==> src/rtl/uart_mmio_seq.sv <==
// rtl/uart_mmio_seq.sv - MMIO sequencer that configures a UART slave and moves TX/RX bytes
// Optional feature macro: UART_SEQ_TIMEOUT_EN (sticky TX poll timeout counter).
module uart_mmio_seq #(
  parameter int ADDR_W    = 12,
  parameter int BAUD_DIV  = 16,
  parameter int TXQ_DEPTH = 4,
  parameter int POLL_MAX  = 2000
) (
  input  logic              clk,
  input  logic              rst,
  input  logic              start,
  input  logic              tx_valid,
  input  logic [7:0]        tx_data,
  output logic              tx_ready,
  output logic              rx_valid,
  output logic [7:0]        rx_data,
  input  logic              rx_ready,
  output logic              m_valid,
  output logic              m_we,
  output logic [ADDR_W-1:0] m_addr,
  output logic [31:0]       m_wdata,
  output logic [3:0]        m_wstrb,
  input  logic              m_ready,
  input  logic [31:0]       m_rdata,
  output logic              running,
  output logic              err_timeout
);
  localparam int PTR_W = $clog2(TXQ_DEPTH);

  localparam logic [ADDR_W-1:0] OFF_DATA   = ADDR_W'(0);
  localparam logic [ADDR_W-1:0] OFF_STATUS = ADDR_W'(4);
  localparam logic [ADDR_W-1:0] OFF_CTRL   = ADDR_W'(8);
  localparam logic [ADDR_W-1:0] OFF_BAUD   = ADDR_W'(12);

  localparam logic [2:0] S_IDLE     = 3'd0;
  localparam logic [2:0] S_CFG_BAUD = 3'd1;
  localparam logic [2:0] S_CFG_CTRL = 3'd2;
  localparam logic [2:0] S_POLL     = 3'd3;
  localparam logic [2:0] S_RD_DATA  = 3'd4;
  localparam logic [2:0] S_WR_DATA  = 3'd5;

  logic [2:0]        state;
  logic [2:0]        issue_state;
  logic              req_we;
  logic [ADDR_W-1:0] req_addr;
  logic [31:0]       req_wdata;

  logic [7:0]        q_mem [TXQ_DEPTH];
  logic [PTR_W-1:0]  wr_ptr;
  logic [PTR_W-1:0]  rd_ptr;
  logic [PTR_W:0]    q_count;
  logic              q_empty;
  logic              push;
  logic              pop;
  logic              hs;

  // Only the low byte and the two STATUS flag bits of read data matter.
  logic unused_rdata;
  assign unused_rdata = ^m_rdata[31:8];

  assign hs       = m_valid && m_ready;
  assign tx_ready = (q_count < (PTR_W+1)'(TXQ_DEPTH));
  assign q_empty  = (q_count == '0);
  assign push     = tx_valid && tx_ready;
  assign pop      = hs && (state == S_WR_DATA);

  // Queue storage needs no reset: occupancy is tracked by the pointers and count.
  always_ff @(posedge clk) begin
    if (push) q_mem[wr_ptr] <= tx_data;
  end

  // TX queue pointers and occupancy; a simultaneous push and pop leaves count unchanged.
  always_ff @(posedge clk or posedge rst) begin
    if (rst) begin
      wr_ptr  <= '0;
      rd_ptr  <= '0;
      q_count <= '0;
    end else begin
      if (push) wr_ptr <= wr_ptr + PTR_W'(1);
      if (pop)  rd_ptr <= rd_ptr + PTR_W'(1);
      case ({push, pop})
        2'b10:   q_count <= q_count + (PTR_W+1)'(1);
        2'b01:   q_count <= q_count - (PTR_W+1)'(1);
        default: q_count <= q_count;
      endcase
    end
  end

  // Request fields for the next transaction; leaving IDLE always starts with the baud write.
  always_comb begin
    issue_state = (state == S_IDLE) ? S_CFG_BAUD : state;
    req_we      = 1'b0;
    req_addr    = OFF_STATUS;
    req_wdata   = 32'h0;
    case (issue_state)
      S_CFG_BAUD: begin req_we = 1'b1; req_addr = OFF_BAUD; req_wdata = 32'(BAUD_DIV); end
      S_CFG_CTRL: begin req_we = 1'b1; req_addr = OFF_CTRL; req_wdata = 32'h3; end
      S_RD_DATA:  req_addr = OFF_DATA;
      S_WR_DATA:  begin req_we = 1'b1; req_addr = OFF_DATA; req_wdata = {24'h0, q_mem[rd_ptr]}; end
      default:    ;
    endcase
  end

  // Sequencer: a request is held until its handshake, then m_valid drops for a cycle before the next.
  always_ff @(posedge clk or posedge rst) begin
    if (rst) begin
      state    <= S_IDLE;
      m_valid  <= 1'b0;
      m_we     <= 1'b0;
      m_addr   <= '0;
      m_wdata  <= 32'h0;
      m_wstrb  <= 4'h0;
      rx_valid <= 1'b0;
      rx_data  <= 8'h0;
      running  <= 1'b0;
    end else begin
      if (rx_valid && rx_ready) rx_valid <= 1'b0;
      if (hs) begin
        m_valid <= 1'b0;
        case (state)
          S_CFG_BAUD: state <= S_CFG_CTRL;
          S_CFG_CTRL: begin state <= S_POLL; running <= 1'b1; end
          S_POLL: begin
            if (m_rdata[0] && !rx_valid)     state <= S_RD_DATA;
            else if (m_rdata[1] && !q_empty) state <= S_WR_DATA;
            else                             state <= S_POLL;
          end
          S_RD_DATA: begin
            rx_valid <= 1'b1;
            rx_data  <= m_rdata[7:0];
            state    <= S_POLL;
          end
          S_WR_DATA: state <= S_POLL;
          default:   state <= S_IDLE;
        endcase
      end else if (!m_valid && (state != S_IDLE || start)) begin
        state   <= issue_state;
        m_valid <= 1'b1;
        m_we    <= req_we;
        m_addr  <= req_addr;
        m_wdata <= req_wdata;
        m_wstrb <= req_we ? 4'hF : 4'h0;
      end
    end
  end

`ifdef UART_SEQ_TIMEOUT_EN
  localparam int CNT_W = $clog2(POLL_MAX + 1);
  logic [CNT_W-1:0] poll_cnt;

  // Count polls that find TX blocked with bytes waiting; any byte written clears the count.
  always_ff @(posedge clk or posedge rst) begin
    if (rst) begin
      poll_cnt    <= '0;
      err_timeout <= 1'b0;
    end else if (hs && state == S_WR_DATA) begin
      poll_cnt <= '0;
    end else if (hs && state == S_POLL && !q_empty && !m_rdata[1]) begin
      if (poll_cnt < CNT_W'(POLL_MAX)) poll_cnt <= poll_cnt + CNT_W'(1);
      if (poll_cnt >= CNT_W'(POLL_MAX - 1)) err_timeout <= 1'b1;
    end
  end
`else
  localparam int unused_poll_max = POLL_MAX;
  assign err_timeout = 1'b0;
`endif

endmodule

==> config.mk <==
export PLATFORM = sky130hd
export DESIGN_NAME = uart_mmio_seq
export DESIGN_NICKNAME = d
export VERILOG_FILES = /design/src/rtl/uart_mmio_seq.sv
export SDC_FILE = /design/constraint.sdc
export NUM_CORES = 1
export LEC_CHECK = 0
export ABC_CLOCK_PERIOD_IN_PS = 2029
export CORE_UTILIZATION = 35
export CTS_CLUSTER_DIAMETER = 150
export DETAILED_ROUTE_END_ITERATION = 6
export PLACE_DENSITY_LB_ADDON = 0.1
export SYNTH_ARGS = -nofsm -noshare
export SYNTH_HDL_FRONTEND = slang
export SYNTH_SLANG_ARGS = --single-unit
==> constraint.sdc <==
create_clock -name clk -period 2.03 [get_ports clk]
set_clock_uncertainty 0.2 [all_clocks]
set_input_delay 0.5075 -clock clk [delete_from_list [all_inputs] [get_ports clk]]
set_output_delay 0.5075 -clock clk [all_outputs]
set_load 0.005 [all_outputs]
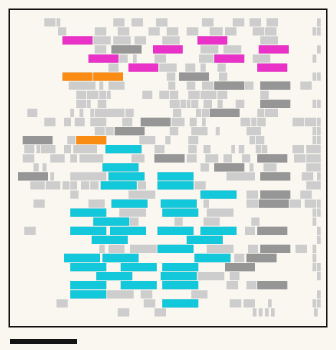
*Sequential cells colored by netlist name*
The bar under the picture is 20 um long. Other sequential cells in the stronger gray, the rest of the logic in the fainter gray.
Cyan shows q_mem, placed flops 32. Orange shows q_count, placed flops 3. Magenta shows rx_data, placed flops 8.
Another 21 sequential cells are not colored.

==> reports/qor.yml <==
antenna_cells: 0
route.met2.wl_um: 2290
crit_required_ns: 2.09
overflow: 0
p_per_area_nw_per_um2: 1260
adder_share_pct: 2.74
finalHoldViolCount: 0
num-fill-cells: 748
lay_top_cells: "clkdlybuf4s50_1, conb_1, dfrtp_1, edfxtp_1, buf_4"
insertion_delay_ns: 0.34
setup_ws_ns: 0.0354
finalNetCount: 332
seqPwrFrac_pct: 40.2
clk_share_pct: 5.07
drt_iter0_markers: 73
holdPathStages: 1
comb-cell-share_pct: 26.2
grt_max_degree: 33
clkPwrFrac_pct: 22.1
via_per_inst: 4.37
mostFrequentLayoutCell: "clkdlybuf4s50_1"
r2r-end: "q_count[2]$_DFFE_PP0P_"
finalWirelength_um: 5070
hold_path.class: "reg2reg"
reg2reg_depth: 8
power.group.top: "registers"
peakVddDrop_mv: 0.594
clockBufferDepth: 2
dominant_cells: "sequential cells"
cp.buffers_inverters: 1
tap_cells: 105
ys_seq_share_pct: 58.4
power_frac_comb_pct: 37.7
ys_sh_aoi_pct: 6.64
drive_gt1_share_pct: 23.2
finalCriticalPeriod_ns: 1.99
yosysTopAreaCellShare_pct: 31.9
coreArea_sq_um: 8260
p_sw_share_pct: 29.9
die_h_um: 94.8
pg_seq_mw: 1.95
ff2ff_setup_slack_ns: 0.04
crit_fanout: 2
logic_gates: 121
top_layer: "met4"
period_used_pct: 98.3
wl_per_cell_um: 13.0
ys.flop_type: "edfxtp_1"
arrival_ns: 2.06
p_comb_mw: 1.83
ys_cells: 209
worst_path_max_delay_cell: "dfrtp_1"
synth_top_cell_by_count: "buf_4"
ys_sh_mux_pct: 11.3
drc: 0
syn_area_per_cell_sq_um: 14.4
openroad.warnings: 55
synthSimpleGateAreaFrac_pct: 6.06
cp-endpoint: "q_count[2]$_DFFE_PP0P_"
start_kind: "register"
fmax_ghz: 0.501
die_w_um: 94.8
edf_count: 32
cts-root-buf: "clkbuf_8"
buf_share_pct: 18.6
area_leaders: "edfxtp_1, dfrtp_1, buf_4, mux4_2, mux2_4"
drtAntennaViolNets: 0
yosysChipArea_sq_um: 3010
place.gp.congestion: 0.710
critPathKind: "reg2reg"
grt_pass1_vias: 1605
hpwl_um: 3640
cts_sinks: 64
use_met1_pct: 16.5
cp.depth: 8
regArea_sq_um: 1760
r2r_start: "state[1]$_DFFE_PP0P_"
placed_area_sq_um: 3620
intPower_mw: 3.41
finalSetupTns_ns: 0
ys_types: 46
critical_path.max_stage_delay_ns: 0.38
io_pins: 108
status: "completed"
endpoint_kind: "register"
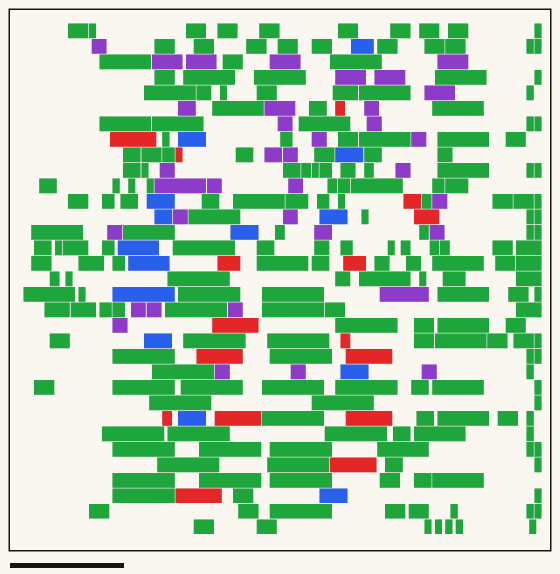
*Cell sizes after repair*
The bar under the picture is 20 um long.
Red shows drive 2, cells 16. Blue shows drive 6 and up, cells 14. Green shows drive 1 or less, cells 219. Purple shows drive 3 to 4, cells 36.

-- state kept, by name, indices dropped and copies added, names as in the netlist --
register  count
m_addr        2
m_valid       1
rd_ptr        2
running       1
state         3
m_wdata       8
rx_valid      1
q_mem        32
wr_ptr        2
q_count       3
rx_data       8
m_wstrb       1
-- cells by family after synthesis --
logic type	after synthesis
XOR/XNOR	6
flip-flops	64
AND/OR/NAND/NOR	27
AND-OR/OR-AND	26
other	1
multiplexers	21
buffers and inverters	58
adder cells (fa/ha/maj)	6
-- repair_timing --
| action | in CTS | in global routing |
|---|---|---|
| pin swaps | 4 | 3 |
| setup endpoints to repair | 4 | 7 |
| hold buffers | 0 | 0 |
| gates resized | 4 | 5 |
| buffers inserted | 2 | 0 |
